$ cat src/rtl/mem_pkg.sv
// Shared types and constants for the data-memory access unit.
package mem_pkg;

  localparam int unsigned WORD_W = 32;

  localparam logic [1:0] SZ_BYTE = 2'b00;
  localparam logic [1:0] SZ_HALF = 2'b01;
  localparam logic [1:0] SZ_WORD = 2'b10;
  localparam logic [1:0] SZ_ILL  = 2'b11;

  typedef enum logic [2:0] {
    ST_IDLE,
    ST_READ,
    ST_WSETUP,
    ST_WRITE,
    ST_WHOLD,
    ST_RESP
  } state_e;

  localparam logic              RST_RW   = 1'b0;
  localparam logic [WORD_W-1:0] RST_WORD = '0;

  // Request fields held for the duration of one operation.
  typedef struct packed {
    logic              we;
    logic [1:0]        size;
    logic              sext;
    logic [1:0]        lane;
    logic [WORD_W-1:0] wdata;
  } req_t;

  // Misalignment or illegal size; such requests never reach memory.
  function automatic logic access_err(input logic [1:0] size, input logic [1:0] lane);
    logic err;
    case (size)
      SZ_BYTE: err = 1'b0;
      SZ_HALF: err = lane[0];
      SZ_WORD: err = |lane;
      SZ_ILL:  err = 1'b1;
      default: err = 1'b1;
    endcase
    return err;
  endfunction

endpackage

$ cat src/rtl/mem_lane_merge.sv
// Little-endian lane extract (with sign/zero extension) and sub-word insert.
module mem_lane_merge
  import mem_pkg::*;
#(
  parameter int unsigned DATA_W = 32
) (
  input  logic [1:0]        size,
  input  logic [1:0]        lane,
  input  logic              sext,
  input  logic [DATA_W-1:0] old_word,
  input  logic [DATA_W-1:0] wdata,
  output logic [DATA_W-1:0] load_data_c,
  output logic [DATA_W-1:0] store_word_c
);

  localparam int unsigned SH_W = 5;

  logic [SH_W-1:0] byte_sh;
  logic [SH_W-1:0] half_sh;
  logic [7:0]      byte_v;
  logic [15:0]     half_v;

  assign byte_sh = {lane, 3'b000};
  assign half_sh = {lane[1], 4'b0000};
  assign byte_v  = 8'(old_word >> byte_sh);
  assign half_v  = 16'(old_word >> half_sh);

  always_comb begin
    load_data_c  = '0;
    store_word_c = old_word;
    case (size)
      SZ_BYTE: begin
        load_data_c  = {{(DATA_W-8){sext & byte_v[7]}}, byte_v};
        store_word_c = (old_word & ~(DATA_W'(8'hFF) << byte_sh))
                     | (DATA_W'(wdata[7:0]) << byte_sh);
      end
      SZ_HALF: begin
        load_data_c  = {{(DATA_W-16){sext & half_v[15]}}, half_v};
        store_word_c = (old_word & ~(DATA_W'(16'hFFFF) << half_sh))
                     | (DATA_W'(wdata[15:0]) << half_sh);
      end
      SZ_WORD: begin
        load_data_c  = old_word;
        store_word_c = wdata;
      end
      default: begin
        load_data_c  = '0;
        store_word_c = old_word;
      end
    endcase
  end

endmodule

$ cat src/rtl/mem_access_unit.sv
// Requester-side controller for a combinational-read, level-write 32-bit data memory.
// Sub-word stores are read-modify-write; the RW pulse is framed by a setup and hold cycle.
module mem_access_unit
  import mem_pkg::*;
#(
  parameter int unsigned ADDR_W = 7,
  parameter int unsigned DATA_W = 32
) (
  input  logic              clk,
  input  logic              rst_n,
  input  logic              req_valid,
  output logic              req_ready,
  input  logic              req_we,
  input  logic [1:0]        req_size,
  input  logic              req_signed,
  input  logic [ADDR_W+1:0] req_addr,
  input  logic [DATA_W-1:0] req_wdata,
  output logic              resp_valid,
  input  logic              resp_ready,
  output logic [DATA_W-1:0] resp_rdata,
  output logic              resp_err,
  output logic [ADDR_W-1:0] mem_address,
  output logic [DATA_W-1:0] mem_data_in,
  output logic              mem_RW,
  input  logic [DATA_W-1:0] mem_data_out
);

  state_e            state;
  state_e            state_next;
  req_t              lat;
  logic              accept_c;
  logic              req_err_c;
  logic [DATA_W-1:0] load_data_c;
  logic [DATA_W-1:0] store_word_c;

  assign accept_c  = (state == ST_IDLE) && req_valid && req_ready;
  assign req_err_c = access_err(req_size, req_addr[1:0]);

  mem_lane_merge #(
    .DATA_W (DATA_W)
  ) u_lane_merge (
    .size         (lat.size),
    .lane         (lat.lane),
    .sext         (lat.sext),
    .old_word     (mem_data_out),
    .wdata        (lat.wdata),
    .load_data_c  (load_data_c),
    .store_word_c (store_word_c)
  );

  // Next-state decode.
  always_comb begin
    state_next = state;
    case (state)
      ST_IDLE: begin
        if (accept_c) begin
          if (req_err_c)                          state_next = ST_RESP;
          else if (req_we && req_size == SZ_WORD) state_next = ST_WSETUP;
          else                                    state_next = ST_READ;
        end
      end
      ST_READ:   state_next = lat.we ? ST_WSETUP : ST_RESP;
      ST_WSETUP: state_next = ST_WRITE;
      ST_WRITE:  state_next = ST_WHOLD;
      ST_WHOLD:  state_next = ST_RESP;
      ST_RESP:   if (resp_ready) state_next = ST_IDLE;
      default:   state_next = ST_IDLE;
    endcase
  end

  // State and all registered outputs; memory pins move only on accept and WSETUP entry.
  always_ff @(posedge clk or negedge rst_n) begin
    if (!rst_n) begin
      state       <= ST_IDLE;
      req_ready   <= 1'b0;
      lat         <= '0;
      mem_address <= '0;
      mem_data_in <= RST_WORD;
      mem_RW      <= RST_RW;
      resp_valid  <= 1'b0;
      resp_rdata  <= RST_WORD;
      resp_err    <= 1'b0;
    end else begin
      state     <= state_next;
      req_ready <= (state_next == ST_IDLE);
      mem_RW    <= (state_next == ST_WRITE);
      case (state)
        ST_IDLE: begin
          if (accept_c) begin
            lat <= '{we: req_we, size: req_size, sext: req_signed,
                     lane: req_addr[1:0], wdata: req_wdata};
            if (req_err_c) begin
              resp_valid <= 1'b1;
              resp_err   <= 1'b1;
              resp_rdata <= '0;
            end else begin
              mem_address <= req_addr[ADDR_W+1:2];
              if (req_we && req_size == SZ_WORD) mem_data_in <= req_wdata;
            end
          end
        end
        ST_READ: begin
          if (lat.we) begin
            mem_data_in <= store_word_c;
          end else begin
            resp_valid <= 1'b1;
            resp_err   <= 1'b0;
            resp_rdata <= load_data_c;
          end
        end
        ST_WHOLD: begin
          resp_valid <= 1'b1;
          resp_err   <= 1'b0;
          resp_rdata <= '0;
        end
        ST_RESP: begin
          if (resp_ready) resp_valid <= 1'b0;
        end
        default: ;
      endcase
    end
  end

endmodule

$ cat config.mk
export PLATFORM = sky130hd
export DESIGN_NAME = mem_access_unit
export DESIGN_NICKNAME = d
export VERILOG_FILES = /design/src/rtl/mem_pkg.sv /design/src/rtl/mem_lane_merge.sv /design/src/rtl/mem_access_unit.sv
export SDC_FILE = /design/constraint.sdc
export NUM_CORES = 1
export LEC_CHECK = 0
export CAP_MARGIN = 20
export CORE_MARGIN = 3
export CORE_UTILIZATION = 31
export DETAILED_ROUTE_END_ITERATION = 8
export PLACE_DENSITY = 0.64
export SYNTH_ARGS = -nofsm -noshare
export SYNTH_HDL_FRONTEND = slang
export SYNTH_SLANG_ARGS = --single-unit
$ cat constraint.sdc
create_clock -name clk -period 1.72 [get_ports clk]
set_input_delay 0.344 -clock clk [delete_from_list [all_inputs] [get_ports clk]]
set_output_delay 0.344 -clock clk [all_outputs]
set_load 0.01 [all_outputs]
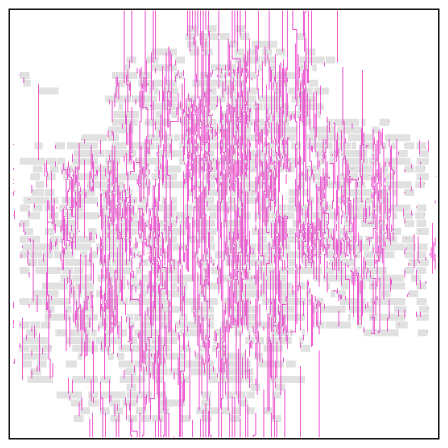
Fig. 1. The metal 2 layer.
Cells faint in the background.
wire length on this layer	11,600 um
longest straight run	52.4 um
nets with wire on the layer	825
met2 usage: 33.6%
total number of vias: 6,289
Detailed Route WL: 25,300 um

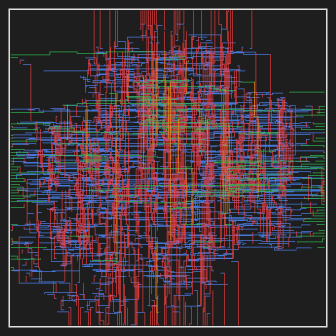
Fig. 2. Routed metal, one color a layer.
layer	color	wire length
met1	blue	10,800 um
met4	orange	831 um
met2	red	11,600 um
met3	green	2,070 um
GRT Resource Usage Total: 21.1%
routed wire length per instance: 22.5 um

==> GITHUB_STEP_SUMMARY <==
## PnR job results

| Metric | Value |
|---|---|
| Run status | `finished, violations left` |
| Failing checks | `negative setup slack` |
| CTS resizes | `60` |
| Post-CTS Setup Inserts | `7` |
| IO Count | `156` |
| Net switching power | `7.83 mW` |
| Setup ws final | `-72.0 ps` |
| Worst Setup SP | `lat[33]$_DFFE_PN0P_` |
| DRT Pass-1 Iters | `5` |
| Sequential share of power | `23.3%` |
| Final Critical Period | `1790 ps` |
| Share of layout cells above drive strength 1 | `33.6%` |
| Core Util at FP | `32.1%` |
| Family with the most delay on the worst path | `multiplexers` |
| Comb power frac | `56.0%` |
| Final Net Count | `927` |
| Area leader share | `45.6%` |
| TritonCTS buffer count | `17` |
| Simple-gate portion of the synthesized area | `12.7%` |
| Leak Pwr | `4.55 nW` |
| RSZ-0062 raised after global routing | `true` |
| Vias per inst | `5.59` |
| Met1 Wirelength | `10,800 um` |
| Initial antenna violation count | `1` |
| Tally of OpenROAD warnings | `31` |
| Hold_buf cts | `1` |
| Worst R2R End | `resp_rdata[4]$_DFFE_PN0P_` |
| Gr ovfl total | `0` |
| Detailed placement HPWL | `17,000 um` |
| Worst Setup End Kind | `register` |
| Clock Path Buffers | `2` |
| Die Ht | `149 um` |
| Startpoint Class | `register` |
| Cell chain of the critical path | `buf_6 -> buf_12 -> mux2_2 -> a32oi_2 -> a21oi_2 -> mux2_2` |
| Register share after synthesis | `45.6%` |
| WP buf/inv | `2` |
| Final setup viols | `17` |
| Most instantiated cells after synthesis | `dfrtp_1 (116), mux2_2 (60), nand2_1 (36), o21ai_0 (35), a21oi_1 (34)` |
| Cell mode on critical path | `mux2_2` |
| Yosys cell types | `56` |
| Post-route cell area | `0.0104 mm2` |
| Reg2Reg Depth | `6` |
| Max-cap viol count | `0` |
| Pwr/cell area | `2000 mW/mm2` |
| Slew @ Worst Pin | `661 ps` |
| Synthesized area | `0.00637 mm2` |
| Max layer used | `met4` |
| Worst VDD drop | `1.15 mV` |
| Final TNS setup | `-608 ps` |
| Top-count cell post-synth | `dfrtp_1` |
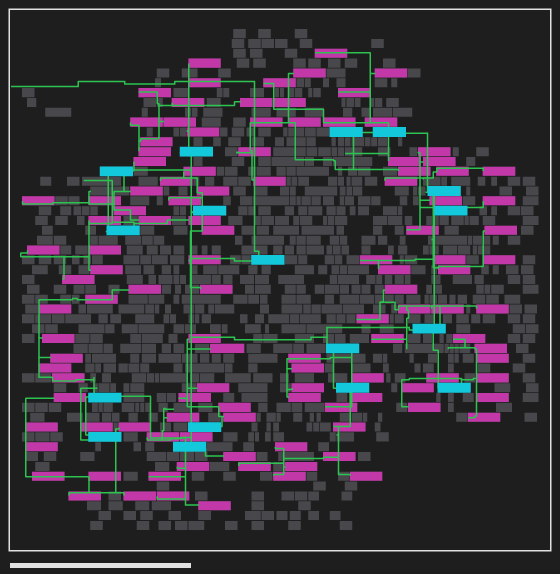
Fig. 3. Clock distribution.
The bar under the picture is 50 um long.
[flip-flops] magenta | count: 116
[cells driving clock nets] cyan | count: 17
[clock wires] green | length: 1,800 um
flops lie	spread over the die
routed clock nets	18
Clk. pwr: 4.32 mW
Clk pwr share: 20.7%
Insertion Delay late pin: 430 ps
Max Clock Skew: 12.2 ps

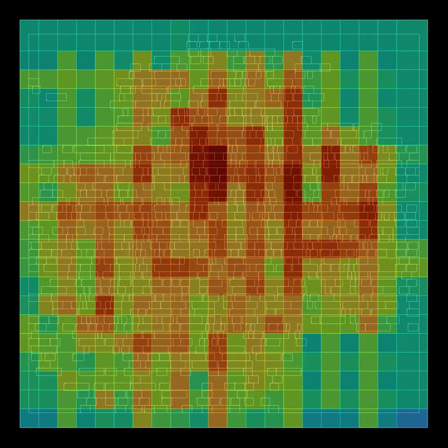
Fig. 4. Track usage over the die.
M3 GR Usage: 5.14%
Util after Layout: 52.6%
met1 Usage GRT: 27.9%

## power by group through the flow
stage               combinational [mW]  clock [mW]  sequential, mW
detailed placement                9.76           0            4.85
finish                            11.7        4.32            4.87
CTS                               10.5        4.35            4.84
global route                      12.4        4.49            5.02
floorplan                         5.20           0            4.91
global placement                  9.63           0            4.83
## logic make-up after synthesis
kind of cell / after synthesis
AND/OR/NAND/NOR: 145
flip-flops: 116
buffers and inverters: 61
multiplexers: 80
AND-OR/OR-AND: 202
## placed cells by master (no fill, tap or decap), types with 10 or more instances in the layout
cell type,netlist,routed
o2bb2ai_1,16,16
buf_4,3,86
dfrtp_1,116,115
clkbuf_16,0,23
mux2_4,0,22
buf_12,0,12
nor2_1,13,11
dlygate4sd2_1,0,11
nand2_1,36,35
buf_6,2,15
o21ai_0,35,17
a22o_1,18,18
a31oi_1,16,16
o21ai_1,0,15
nor3_1,27,26
clkdlybuf4s50_1,0,127
mux2i_1,17,16
nand3b_1,10,10
mux2_2,60,39
a21oi_1,34,25
dlymetal6s2s_1,0,16
## cell type report
cell class | instances | area (um2)
Multi-Input combinational cell | 429 | 3600
Sequential cell | 116 | 2900
Clock buffer | 23 | 488
Tap cell | 265 | 332
Timing Repair Buffer | 280 | 2880
Inverter | 2 | 7.51
Fill cell | 1720 | 9410
Antenna cell | 1 | 2.50
Clock inverter | 9 | 220
## registers in the layout, summed over array words and instances (netlist names)
signal	flops
resp_valid	1
mem_data_in	32
req_ready	1
mem_address	7
lat	38
mem_RW	1
resp_err	1
resp_rdata	32
state	3
## metrics by stage
step                util (%)  power [mW]  setup WS (ps)
floorplan                  -        10.1          -17.0
global placement        44.6        14.5           -410
detailed placement      44.6        14.6           -396
CTS                     49.7        19.6          -41.2
global route            52.6        21.9           -126
finish                  52.6        20.9          -72.0
Power figures rest on the tool's default switching activity, not on a simulated workload.
